**src/rtl/sar_seq_pkg.sv**
```systemverilog
// ============================================================
// Module   : sar_seq_pkg
// Purpose  : Shared state encoding and width helpers for the SAR ADC sequencer.
// Revision : 1.0 - initial release
// ============================================================
`default_nettype none

package sar_seq_pkg;

  typedef enum logic [2:0] {
    ST_IDLE   = 3'd0,
    ST_CAL    = 3'd1,
    ST_SETTLE = 3'd2,
    ST_CONV   = 3'd3,
    ST_PUSH   = 3'd4
  } seq_state_e;

  localparam int RES_BITS_DEF     = 10;
  localparam int OSR_LOG2_MAX_DEF = 4;
  localparam int OUT_BITS         = RES_BITS_DEF + OSR_LOG2_MAX_DEF;

  // The accumulator of 2^osr_max results of res bits can never overflow this width.
  function automatic int out_bits(input int res, input int osr_max);
    return res + osr_max;
  endfunction

endpackage

`default_nettype wire

```
**src/rtl/sample_fifo.sv**
```systemverilog
// ============================================================
// Module   : sample_fifo
// Purpose  : Show-ahead FIFO; head is presented while not empty, drops pushes when full.
// Revision : 1.0 - initial release
// ============================================================
`default_nettype none

module sample_fifo #(
  parameter int WIDTH = 16,
  parameter int DEPTH = 8
) (
  input  logic                       clk,
  input  logic                       rst_n,
  input  logic                       i_push,
  input  logic [WIDTH-1:0]           i_data,
  input  logic                       i_ready,
  output logic                       o_valid,
  output logic [WIDTH-1:0]           o_data,
  output logic [$clog2(DEPTH):0]     o_level,
  output logic                       o_drop
);

  localparam int c_aw = (DEPTH > 1) ? $clog2(DEPTH) : 1;
  localparam int c_lw = $clog2(DEPTH) + 1;

  logic [WIDTH-1:0] r_mem [DEPTH];
  logic [c_aw-1:0]  r_wptr;
  logic [c_aw-1:0]  r_rptr;
  logic [c_lw-1:0]  r_level;

  logic w_empty;
  logic w_full;
  logic w_pop;
  logic w_wr;

  function automatic logic [c_aw-1:0] ptr_inc(input logic [c_aw-1:0] p);
    return (p == c_aw'(DEPTH - 1)) ? '0 : p + c_aw'(1);
  endfunction

  assign w_empty = (r_level == '0);
  assign w_full  = (r_level == c_lw'(DEPTH));
  assign w_pop   = !w_empty && i_ready;
  // A pop frees the head slot this cycle, so a push into a full FIFO still lands.
  assign w_wr    = i_push && (!w_full || w_pop);
  assign o_drop  = i_push && w_full && !w_pop;

  assign o_valid = !w_empty;
  assign o_data  = w_empty ? '0 : r_mem[r_rptr];
  assign o_level = r_level;

  always_ff @(posedge clk) begin
    if (w_wr) begin
      r_mem[r_wptr] <= i_data;
    end
  end

  always_ff @(posedge clk or negedge rst_n) begin
    if (!rst_n) begin
      r_wptr  <= '0;
      r_rptr  <= '0;
      r_level <= '0;
    end else begin
      if (w_wr) begin
        r_wptr <= ptr_inc(r_wptr);
      end
      if (w_pop) begin
        r_rptr <= ptr_inc(r_rptr);
      end
      case ({w_wr, w_pop})
        2'b10:   r_level <= r_level + c_lw'(1);
        2'b01:   r_level <= r_level - c_lw'(1);
        default: r_level <= r_level;
      endcase
    end
  end

endmodule

`default_nettype wire

```
**src/rtl/sar_adc_sequencer.sv**
```systemverilog
// ============================================================
// Module   : sar_adc_sequencer
// Purpose  : Multi-channel SAR ADC sequencer with oversampling accumulator and sample FIFO.
// Revision : 1.0 - initial release
// ============================================================
`default_nettype none

module sar_adc_sequencer
  import sar_seq_pkg::*;
#(
  parameter int RES_BITS     = 10,
  parameter int CHANNELS     = 2,
  parameter int OSR_LOG2_MAX = 4,
  parameter int FIFO_DEPTH   = 8,
  parameter int CAL_CYCLES   = 16,
  parameter int TIMEOUT      = 255
) (
  input  logic                                        wb_clk_i,
  input  logic                                        nreset,
  input  logic                                        start_i,
  input  logic                                        stop_i,
  input  logic                                        continuous_i,
  input  logic                                        cal_req_i,
  input  logic [$clog2(OSR_LOG2_MAX+1)-1:0]           osr_log2_i,
  input  logic [CHANNELS-1:0]                         chan_mask_i,
  input  logic                                        clr_i,
  input  logic                                        adc_valid_i,
  input  logic [RES_BITS-1:0]                         adc_result_i,
  output logic                                        adc_en_o,
  output logic                                        adc_cal_o,
  output logic                                        adc_rstn_o,
  output logic [((CHANNELS>1)?$clog2(CHANNELS):1)-1:0] adc_chan_o,
  output logic                                        smp_valid_o,
  input  logic                                        smp_ready_i,
  output logic [RES_BITS+OSR_LOG2_MAX-1:0]            smp_data_o,
  output logic [((CHANNELS>1)?$clog2(CHANNELS):1)-1:0] smp_chan_o,
  output logic [$clog2(FIFO_DEPTH):0]                 fifo_level_o,
  output logic                                        busy_o,
  output logic                                        cal_done_o,
  output logic                                        overflow_o,
  output logic                                        timeout_o
);

  localparam int c_cw       = (CHANNELS > 1) ? $clog2(CHANNELS) : 1;
  localparam int c_ow       = $clog2(OSR_LOG2_MAX + 1);
  localparam int c_out_bits = out_bits(RES_BITS, OSR_LOG2_MAX);
  localparam int c_cntw     = OSR_LOG2_MAX + 1;
  localparam int c_tw       = $clog2(TIMEOUT + 1);
  localparam int c_calw     = $clog2(CAL_CYCLES + 1);

  seq_state_e r_state;
  seq_state_e w_state_next;

  logic [CHANNELS-1:0]   r_mask;
  logic [c_ow-1:0]       r_osr;
  logic                  r_cont;
  logic [c_cw-1:0]       r_chan;
  logic [c_out_bits-1:0] r_acc;
  logic [c_cntw-1:0]     r_count;
  logic [c_tw-1:0]       r_tmo;
  logic [c_calw-1:0]     r_cal_cnt;
  logic                  r_valid_prev;
  logic                  r_cal_done;
  logic                  r_overflow;
  logic                  r_timeout;

  logic                  w_adc_en;
  logic                  w_adc_cal;
  logic                  w_adc_rstn;
  logic                  w_push;
  logic                  w_accept;
  logic [c_cntw-1:0]     w_count_inc;
  logic [c_cntw-1:0]     w_target;
  logic                  w_conv_done;
  logic                  w_tmo_hit;
  logic                  w_tmo_set;
  logic                  w_cal_last;
  logic                  w_start_ok;
  logic [c_ow-1:0]       w_osr_clamped;
  logic [c_ow-1:0]       w_shamt;
  logic [c_out_bits-1:0] w_push_data;
  logic [c_cw-1:0]       w_next_chan;
  logic                  w_wrap;
  logic                  w_fifo_drop;
  logic [c_cw+c_out_bits-1:0] w_fifo_head;

  function automatic logic [c_cw-1:0] lowest_chan(input logic [CHANNELS-1:0] m);
    logic [c_cw-1:0] ch;
    ch = '0;
    for (int i = CHANNELS - 1; i >= 0; i--) begin
      if (m[i]) ch = c_cw'(i);
    end
    return ch;
  endfunction

  // Next enabled channel above the current one; wraps to the lowest when none remains.
  always_comb begin
    w_next_chan = lowest_chan(r_mask);
    w_wrap      = 1'b1;
    for (int i = CHANNELS - 1; i >= 0; i--) begin
      if (r_mask[i] && (i > int'(r_chan))) begin
        w_next_chan = c_cw'(i);
        w_wrap      = 1'b0;
      end
    end
  end

  assign w_accept      = (r_state == ST_CONV) && adc_valid_i && !r_valid_prev;
  assign w_count_inc   = r_count + c_cntw'(1);
  assign w_target      = c_cntw'(1) << r_osr;
  assign w_conv_done   = w_accept && (w_count_inc == w_target);
  assign w_tmo_hit     = (r_tmo == c_tw'(TIMEOUT - 1));
  assign w_tmo_set     = (r_state == ST_CONV) && !w_accept && w_tmo_hit;
  assign w_cal_last    = (r_cal_cnt == c_calw'(CAL_CYCLES - 1));
  assign w_start_ok    = start_i && (|chan_mask_i) && !cal_req_i;
  assign w_osr_clamped = (osr_log2_i > c_ow'(OSR_LOG2_MAX)) ? c_ow'(OSR_LOG2_MAX) : osr_log2_i;
  assign w_shamt       = c_ow'(OSR_LOG2_MAX) - r_osr;
  assign w_push_data   = r_acc << w_shamt;

  always_ff @(posedge wb_clk_i or negedge nreset) begin
    if (!nreset) begin
      r_state <= ST_IDLE;
    end else begin
      r_state <= w_state_next;
    end
  end

  always_comb begin
    w_state_next = r_state;
    w_adc_en     = 1'b0;
    w_adc_cal    = 1'b0;
    w_adc_rstn   = 1'b0;
    w_push       = 1'b0;
    case (r_state)
      ST_IDLE: begin
        if (cal_req_i) begin
          w_state_next = ST_CAL;
        end else if (w_start_ok) begin
          w_state_next = ST_SETTLE;
        end
      end
      ST_CAL: begin
        w_adc_rstn = 1'b1;
        w_adc_en   = 1'b1;
        w_adc_cal  = 1'b1;
        if (w_cal_last) w_state_next = ST_IDLE;
      end
      ST_SETTLE: begin
        w_adc_rstn   = 1'b1;
        w_state_next = ST_CONV;
      end
      ST_CONV: begin
        w_adc_rstn = 1'b1;
        w_adc_en   = 1'b1;
        if (w_conv_done) begin
          w_state_next = ST_PUSH;
        end else if (w_tmo_set) begin
          w_state_next = ST_IDLE;
        end
      end
      ST_PUSH: begin
        w_adc_rstn   = 1'b1;
        w_push       = 1'b1;
        w_state_next = (w_wrap && !r_cont) ? ST_IDLE : ST_SETTLE;
      end
      default: w_state_next = ST_IDLE;
    endcase
    // Abort overrides every transition; a PUSH in progress still writes via w_push.
    if (stop_i && (r_state != ST_IDLE)) begin
      w_state_next = ST_IDLE;
    end
  end

  always_ff @(posedge wb_clk_i or negedge nreset) begin
    if (!nreset) begin
      r_mask       <= '0;
      r_osr        <= '0;
      r_cont       <= 1'b0;
      r_chan       <= '0;
      r_acc        <= '0;
      r_count      <= '0;
      r_tmo        <= '0;
      r_cal_cnt    <= '0;
      r_valid_prev <= 1'b0;
      r_cal_done   <= 1'b0;
      r_overflow   <= 1'b0;
      r_timeout    <= 1'b0;
    end else begin
      r_valid_prev <= adc_valid_i;
      r_cal_done   <= (r_state == ST_CAL) && w_cal_last;
      case (r_state)
        ST_IDLE: begin
          r_cal_cnt <= '0;
          if (w_start_ok) begin
            r_mask <= chan_mask_i;
            r_osr  <= w_osr_clamped;
            r_cont <= continuous_i;
            r_chan <= lowest_chan(chan_mask_i);
          end
        end
        ST_CAL: r_cal_cnt <= r_cal_cnt + c_calw'(1);
        ST_SETTLE: begin
          r_acc   <= '0;
          r_count <= '0;
          r_tmo   <= '0;
        end
        ST_CONV: begin
          if (w_accept) begin
            r_acc   <= r_acc + c_out_bits'(adc_result_i);
            r_count <= w_count_inc;
            r_tmo   <= '0;
          end else begin
            r_tmo <= r_tmo + c_tw'(1);
          end
        end
        ST_PUSH: r_chan <= w_next_chan;
        default: ;
      endcase
      if (w_tmo_set) begin
        r_timeout <= 1'b1;
      end else if (clr_i) begin
        r_timeout <= 1'b0;
      end
      if (w_fifo_drop) begin
        r_overflow <= 1'b1;
      end else if (clr_i) begin
        r_overflow <= 1'b0;
      end
    end
  end

  sample_fifo #(
    .WIDTH (c_cw + c_out_bits),
    .DEPTH (FIFO_DEPTH)
  ) u_fifo (
    .clk     (wb_clk_i),
    .rst_n   (nreset),
    .i_push  (w_push),
    .i_data  ({r_chan, w_push_data}),
    .i_ready (smp_ready_i),
    .o_valid (smp_valid_o),
    .o_data  (w_fifo_head),
    .o_level (fifo_level_o),
    .o_drop  (w_fifo_drop)
  );

  assign smp_chan_o = w_fifo_head[c_cw+c_out_bits-1:c_out_bits];
  assign smp_data_o = w_fifo_head[c_out_bits-1:0];

  assign adc_en_o   = w_adc_en;
  assign adc_cal_o  = w_adc_cal;
  assign adc_rstn_o = w_adc_rstn;
  assign adc_chan_o = r_chan;
  assign busy_o     = (r_state != ST_IDLE);
  assign cal_done_o = r_cal_done;
  assign overflow_o = r_overflow;
  assign timeout_o  = r_timeout;

endmodule

`default_nettype wire

```
**config.mk**
```make
export PLATFORM = sky130hd
export DESIGN_NAME = sar_adc_sequencer
export DESIGN_NICKNAME = d
export VERILOG_FILES = /design/src/rtl/sar_seq_pkg.sv /design/src/rtl/sample_fifo.sv /design/src/rtl/sar_adc_sequencer.sv
export SDC_FILE = /design/constraint.sdc
export NUM_CORES = 1
export LEC_CHECK = 0
export CORE_MARGIN = 2
export CORE_UTILIZATION = 30
export CTS_BUF_LIST = sky130_fd_sc_hd__clkbuf_16
export CTS_CLUSTER_DIAMETER = 60
export DETAILED_ROUTE_END_ITERATION = 12
export PLACE_DENSITY = 0.46
export SLEW_MARGIN = 30
export SYNTH_ARGS = -nofsm -noshare
export SYNTH_HDL_FRONTEND = slang
export SYNTH_SLANG_ARGS = --single-unit
```
**constraint.sdc**
```tcl
create_clock -name wb_clk_i -period 3.3 [get_ports wb_clk_i]
set_clock_uncertainty 0.2 [all_clocks]
set_input_delay 0.33 -clock wb_clk_i [delete_from_list [all_inputs] [get_ports wb_clk_i]]
set_output_delay 0.33 -clock wb_clk_i [all_outputs]
set_load 0.01 [all_outputs]
```
==> flow_summary.json <==
{
  "status": "finished clean",
  "path_class": "reg2out",
  "coreArea_sq_um": 27710,
  "floorplan.nets": 665,
  "dieWidth_microns": 171.7,
  "holdPathEnd": "r_valid_prev",
  "finalCritPeriodShare_pct": 90.08,
  "synth.distinct_cells": 62,
  "fin_crit_ns": 2.973,
  "first_global_vias": 5440,
  "critPathLaunchType": "register",
  "seqPwrFrac_pct": 37.0,
  "via_per_inst": 4.817,
  "rows": 61,
  "root_buffer": "clkbuf_16",
  "num_antenna_cells": 0,
  "r2r_end": "u_fifo.r_mem[1][3]",
  "yosysCellCount": 612,
  "drv_slew": 0,
  "hold_viol": 0,
  "hold_class": "in2reg",
  "setup_violations": 0,
  "gp_congestion": 0.7987,
  "maxCapViolations": 0,
  "p_int_uw": 5526,
  "cp_cell_sequence": "buf_4 > mux4_2 > mux2i_1 > nor2_1 > clkdlybuf4s50_1",
  "wl_per_cell_microns": 17.54,
  "timing.rr.start": "r_osr[1]",
  "p_comb_share_pct": 39.8,
  "cts_setup_buffers": 0,
  "hold_depth": 1,
  "async_flop_share_pct": 31.82,
  "cp-startpoint": "u_fifo.r_rptr[0]",
  "crit_arrival_ns": 2.44,
  "fin_setup_tns_ns": 0,
  "antenna_found_initial": 0,
  "die_h_microns": 171.7,
  "end_kind": "output pin",
  "drc": 0,
  "top_area_share_pct": 42.74,
  "final_cell_mix": "edfxtp_1, dfrtp_1, clkdlybuf4s50_1, nand2_1, o21ai_0",
  "ys.flops": 176,
  "grt_max_degree": 36,
  "reg2reg_depth": 5,
  "clk_latency_ns": 0.42,
  "p_clk_share_pct": 23.2,
  "p_clk_uw": 1970,
  "h-tree-depth": 4,
  "synth_area_sq_um": 8432,
  "ys_area_sq_um": 8432,
  "p_switching_uw": 2965,
  "swShare_pct": 34.92,
  "worst-path-max-fanout": 21,
  "drtIter0Drc": 283,
  "cpLargestDelayFamily": "buffers and inverters",
  "chipArea_sq_um": 29460,
  "yosys.area.top_type": "edfxtp_1",
  "cts_buffer_depth": 2,
  "cpPeakStageDelay_ns": 0.55
}
==> layout make-up <==
cell class                      instances  area [sq um]
Tap cell                              378         473.0
Clock buffer                           17         425.4
Multi-Input combinational cell        391          3294
Clock inverter                         15         152.6
Sequential cell                       176          5006
Timing Repair Buffer                   75         688.2
Fill cell                            2617         17590
Inverter                               19         71.32
==> synth_stat cells (all sizes together) (12+ instances only) <==
| library cell | n |
|---|---|
| nand3 | 12 |
| a21oi | 16 |
| clkbuf | 17 |
| nand2 | 44 |
| o21ai | 44 |
| nor2 | 44 |
| mux2i | 30 |
| edfxtp | 120 |
| mux2 | 15 |
| mux4 | 32 |
| inv | 18 |
| ha | 27 |
| dfrtp | 56 |
==> layer usage <==
| layer | track usage, % | vias up | part of all wire, % |
|---|---|---|---|
| met5 | 0 | - | 0 |
| met4 | 3.021 | 0 | 0.71 |
| met3 | 2.899 | 11 | 3.1 |
| met2 | 23.49 | 78 | 51 |
| met1 | 17.02 | 2603 | 45 |
| li1 | - | 2467 | - |
==> state kept, by name (all words and copies together) (netlist names) <==
| register | flops |
|---|---|
| adc_chan_o | 1 |
| cal_done_o | 1 |
| overflow_o | 1 |
| r_acc | 14 |
| r_cal_cnt | 5 |
| r_cont | 1 |
| r_count | 5 |
| r_mask | 2 |
| r_osr | 3 |
| r_state | 3 |
| r_tmo | 8 |
| r_valid_prev | 1 |
| timeout_o | 1 |
| u_fifo.o_level | 4 |
| u_fifo.r_mem | 120 |
| u_fifo.r_rptr | 3 |
| u_fifo.r_wptr | 3 |
==> stage by stage <==
| stage | util [%] | worst slack, ns |
|---|---|---|
| after global routing | 36.49 | 0.1202 |
| final | 36.49 | 0.3272 |
| after CTS | 36.47 | 0.2619 |
| after global placement | 34.34 | 0.6422 |
| after detailed placement | 34.34 | 0.5858 |
| after floorplan | - | -0.002266 |
==> images/ff_map.png <==
Other sequential cells in the stronger grey, the rest of the logic in the fainter grey.
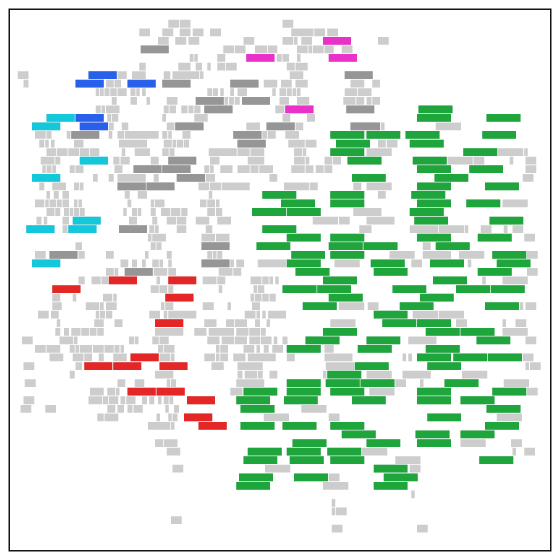
Key: blue = r_cal_cnt [flops 5, where top left]; cyan = r_tmo [flops 8]; red = r_acc [flops 14]; green = u_fifo.r_mem [flops 120]; magenta = u_fifo.o_level [flops 4, where top middle]
Another 25 sequential cells are not coloured.
Final Util: 36.49%
Sequential cell area: 5006 sq um
flop share of the area: 49.51%
Seq power: 3140 uW

==> images/m2.png <==
Cells faint in the background.
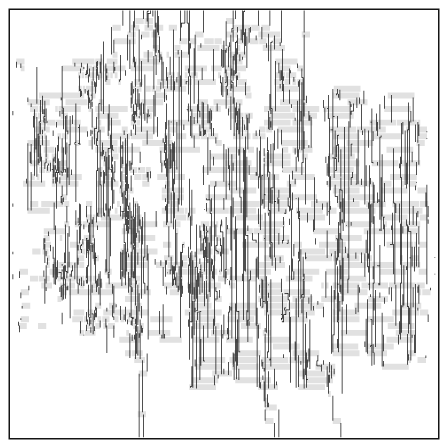
The layer holds 51% of the routed length. The wires run mostly vertical. The layer carries 9550 microns of wire.

==> images/gates.png <==
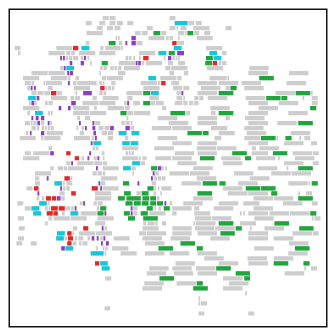
Key: green = mux cells [cells 77, most used mux4_2]; red = non-inverting ao/oa cells [cells 24, most used a21o_1]; purple = nand cells [cells 71, most used nand2_1]; cyan = fa/ha/maj cells [cells 29, most used ha_1]
non-filler instance count after layout: 1071
highest-count logic cell in the final layout: edfxtp_1

==> images/m3.png <==
Scale bar: 50 microns.
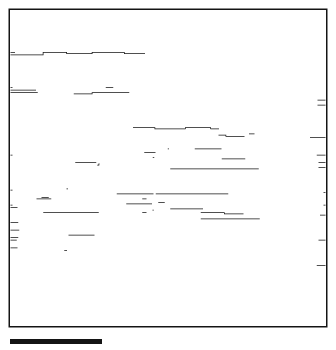
The layer carries 574 microns of wire. The longest straight run is 47.8 microns. 43 nets have wire on it.
vias post-DR: 5159
met3 usage: 2.899%

Power figures rest on the tool's default switching activity, not on a simulated workload.
